==> config.mk <==
export PLATFORM = sky130hd
export DESIGN_NAME = spi_burst_arbiter_flat
export DESIGN_NICKNAME = d
export VERILOG_FILES = /design/src/rtl/spi_burst_arbiter_pkg.sv /design/src/rtl/spi_burst_arbiter_if.sv /design/src/rtl/spi_rr_arbiter.sv /design/src/rtl/spi_burst_arbiter.sv /design/src/flat_wrapper.sv
export SDC_FILE = /design/constraint.sdc
export NUM_CORES = 1
export LEC_CHECK = 0
export CAP_MARGIN = 20
export CELL_PAD_IN_SITES_DETAIL_PLACEMENT = 0
export CELL_PAD_IN_SITES_GLOBAL_PLACEMENT = 1
export CORE_MARGIN = 5
export CORE_UTILIZATION = 35
export DETAILED_ROUTE_END_ITERATION = 8
export PLACE_DENSITY = 0.92
export SYNTH_ARGS = -nofsm -noshare
export SYNTH_HDL_FRONTEND = slang
export SYNTH_HIERARCHICAL = 1
export SYNTH_SLANG_ARGS = --single-unit
==> constraint.sdc <==
create_clock -name clk -period 4.4 [get_ports clk]
set_clock_uncertainty 0.1 [all_clocks]
set_input_delay 1.1 -clock clk [delete_from_list [all_inputs] [get_ports clk]]
set_output_delay 1.1 -clock clk [all_outputs]
set_load 0.02 [all_outputs]
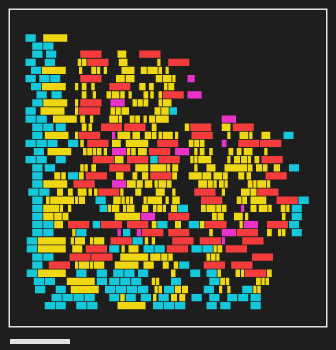
Fig. 1. Cells colored by class.
Bar = 20 microns.
- yellow: combinational and other logic (cells 277)
- red: sequential cells (cells 57)
- magenta: clock drivers and dummy loads (cells 16)
- cyan: remaining buffers and delay cells (cells 121)
Core Footprint: 0.00911 sq mm
flip-flop and latch share of the layout cell area: 24.8%
final design area excluding fillers: 0.00460 sq mm
count of standard-cell rows: 35

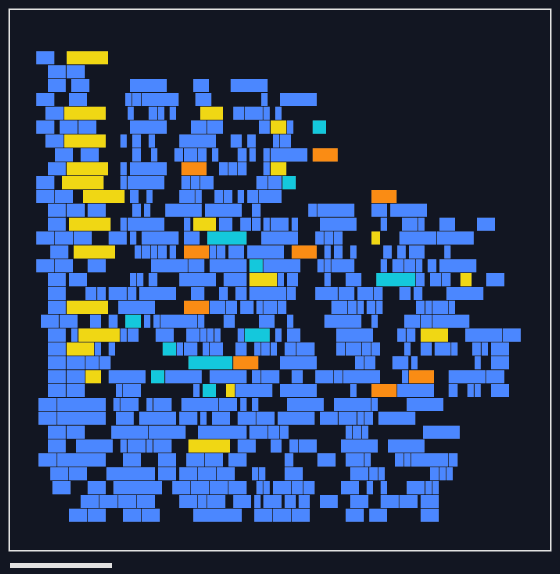
Fig. 2. Sizing map.
Bar = 20 microns.
- yellow: _2 cells (cells 22; share 4.7%)
- orange: _6 and larger (cells 9; share 1.9%)
- cyan: _3 and _4 cells (cells 11; share 2.3%)
- blue: _0 and _1 cells (cells 429; share 91%)
Repair and plain buffers: 121
Layout area overhead: 42.8%

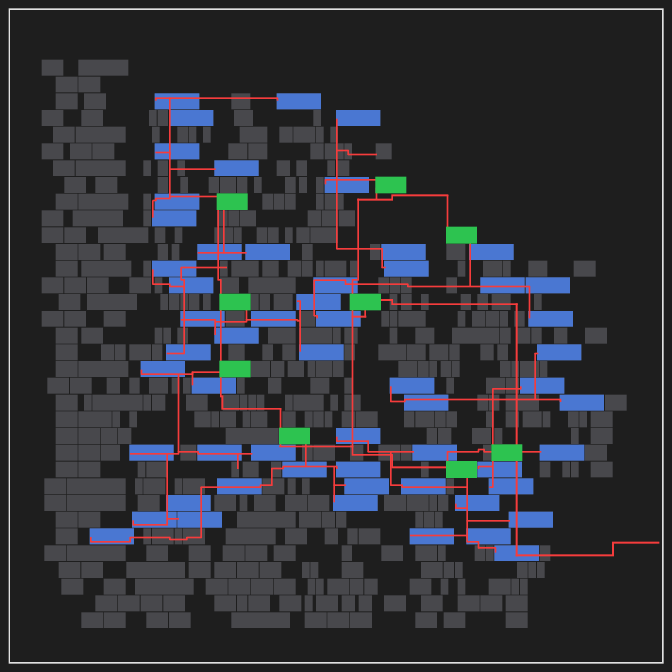
Fig. 3. Routed clock nets over the placement.
- blue: flip-flops (count 57)
- red: clock wires (length 793 microns)
- green: clock drivers (count 9)
- routed clock nets: 10
clock latency on the worst-skew pair: 0.33 ns
P_clk: 400 uW
Clk network pwr share: 29.2%

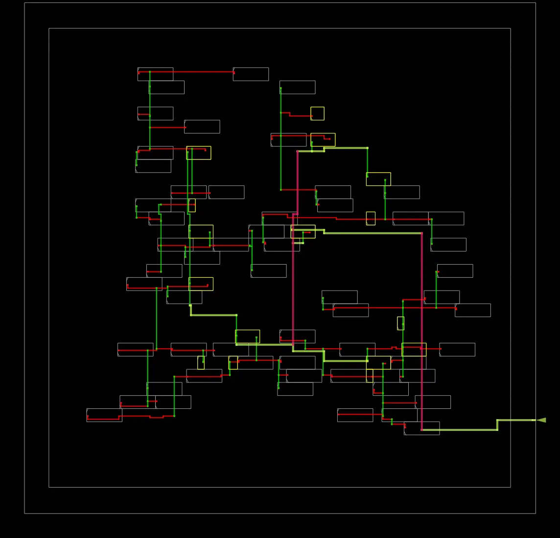
Fig. 4. Clock wiring as the flow saved it.
clock buffer count from CTS: 9
Clock buffer cells: 13

==> summary.txt <==
Results of the full flow below.

Status:
- The run finished with clean final reports.

Clock network:
- The run gives the post-cts gate resize count as 0.
- The run gives the maximum buffer depth of the clock tree as 2.

Route:
- The run puts the tally of nets with antenna violations remaining after routing at 0.

Global route:
- The run gives the routing usage on met2 as 26.4%.
- The run puts the number of global-route vias before repair at 3109.
- The run puts the total global routing track utilization at 15.2%.
- The run gives the global-route met1 utilization as 17.6%.
- The run puts the initial antenna violation count at 0.

Placed design:
- The run gives the global placement routability congestion as 0.759.

Setup path:
- Among the stages of the critical path, the cell type that occurs most often is sky130_fd_sc_hd__clkdlybuf4s50_1.
- The critical path is of the in -> out type.
- The timing report shows that the slowest cell on the worst path is sky130_fd_sc_hd__clkdlybuf4s50_1.
- Listed in order, past its start point the critical path passes clkdlybuf4s50_1 -> mux4_2 -> nand4b_4 -> nor3_1 -> clkdlybuf4s50_1.
- The run gives the type of destination of the critical path as a primary output.
- The run gives the cell family with the largest share of critical-path delay as buffers and inverters.
- The run gives the critical path depth in cells as 5.

Job:
- The logs give a warning total of 27.

Cells and area:
- The run puts the share of layout cells above drive strength 1 at 8.92%.

Die:
- The run puts the width of the chip at 106 microns.
- The run puts the pre-placement core utilization at 35.4%.

STA:
- The final timing report counts setup violations totalling 0.
- Adding up every negative setup slack in the final design gives 0 ns.
- The worst-case max-slew headroom was logged as 44.5%.
- Max-slew check failures listed in the final report amount to 0.
- The run gives the time the worst path needs with I/O delays and setup as 4.15 ns.

Synthesis:
- Yosys printed 6 warnings.
- The run puts the area share of the largest cell type after synthesis at 35.4%.
- The run gives the count of flip-flops with a built-in enable after synthesis as 0.
- The run gives the count of instantiated cells in the yosys netlist as 358.
- The run gives the share of async-settable or async-resettable flops after synthesis as 0%.
- The run gives the prevailing post-synth register cell as sky130_fd_sc_hd__dfxtp_1.

Pwr:
- In this run, the combinational gates consume 28.6% of the power.
- The power report puts the leakage power at 0.00171 uW.
-- kinds of logic after synthesis --
kind of cell    count (synthesis)
compound gates                 50
mux                            29
buf+inv                        32
simple gates                  172
xor+xnor                       15
fa+ha+maj                       3
flops                          57
-- stage by stage --
step           instances  setup WS (ns)  util [%]
2_1_floorplan        358          0.992         -
3_3_place_gp         566          0.315      48.8
3_5_place_dp         566          0.250      48.8
4_1_cts              582          0.251      50.5
5_1_grt              582          0.208      50.5
6_report             582          0.245      50.5
-- power by group through the flow --
stage	logic [uW]	registers [uW]	clock network, uW
global route	428	586	439
floorplan	263	575	0
CTS	396	580	416
finish	392	580	400
global placement	390	590	0
detailed placement	395	591	0
-- layout by cell type (no fill, tap or decap), drive strengths merged, types with 6 or more instances in the layout --
master and count:
nor3 20, clkdlybuf4s50 116, dfxtp 57, nand2 56, xnor2 7, a21oi 31, nand3 12, clkbuf 13
nor2 35, inv 8, mux2i 11, xor2 8, mux4 18, nand2b 7, nor2b 6, nand4 7
-- worst register-to-register path: stages, from the launching register on --
cell                       delay (ns)
sky130_fd_sc_hd__dfxtp_1         0.46
sky130_fd_sc_hd__nand2b_1        0.16
sky130_fd_sc_hd__a21oi_2         0.06
sky130_fd_sc_hd__o221ai_2        0.58
sky130_fd_sc_hd__mux4_2          0.59
sky130_fd_sc_hd__nand2_1         0.08
sky130_fd_sc_hd__a21oi_1         0.05
-- layer usage --
metal | vias up | part of all wire, %
met4 | 0 | 1.6
met2 | 81 | 49
li1 | 1491 | -
met3 | 9 | 6.1
met1 | 1377 | 43
met5 | - | 0
-- area by class of cell --
class                   count  area [sq um]
clock inverters             3          17.5
inverters                   8          30.0
clock buffers              13           139
fillers                   880          4510
flip-flops and latches     57          1140
repair buffers            121          1200
well taps                 111           139
multi-input cells         269          1940
No activity file was given, so power comes from the tool's default toggle rates.
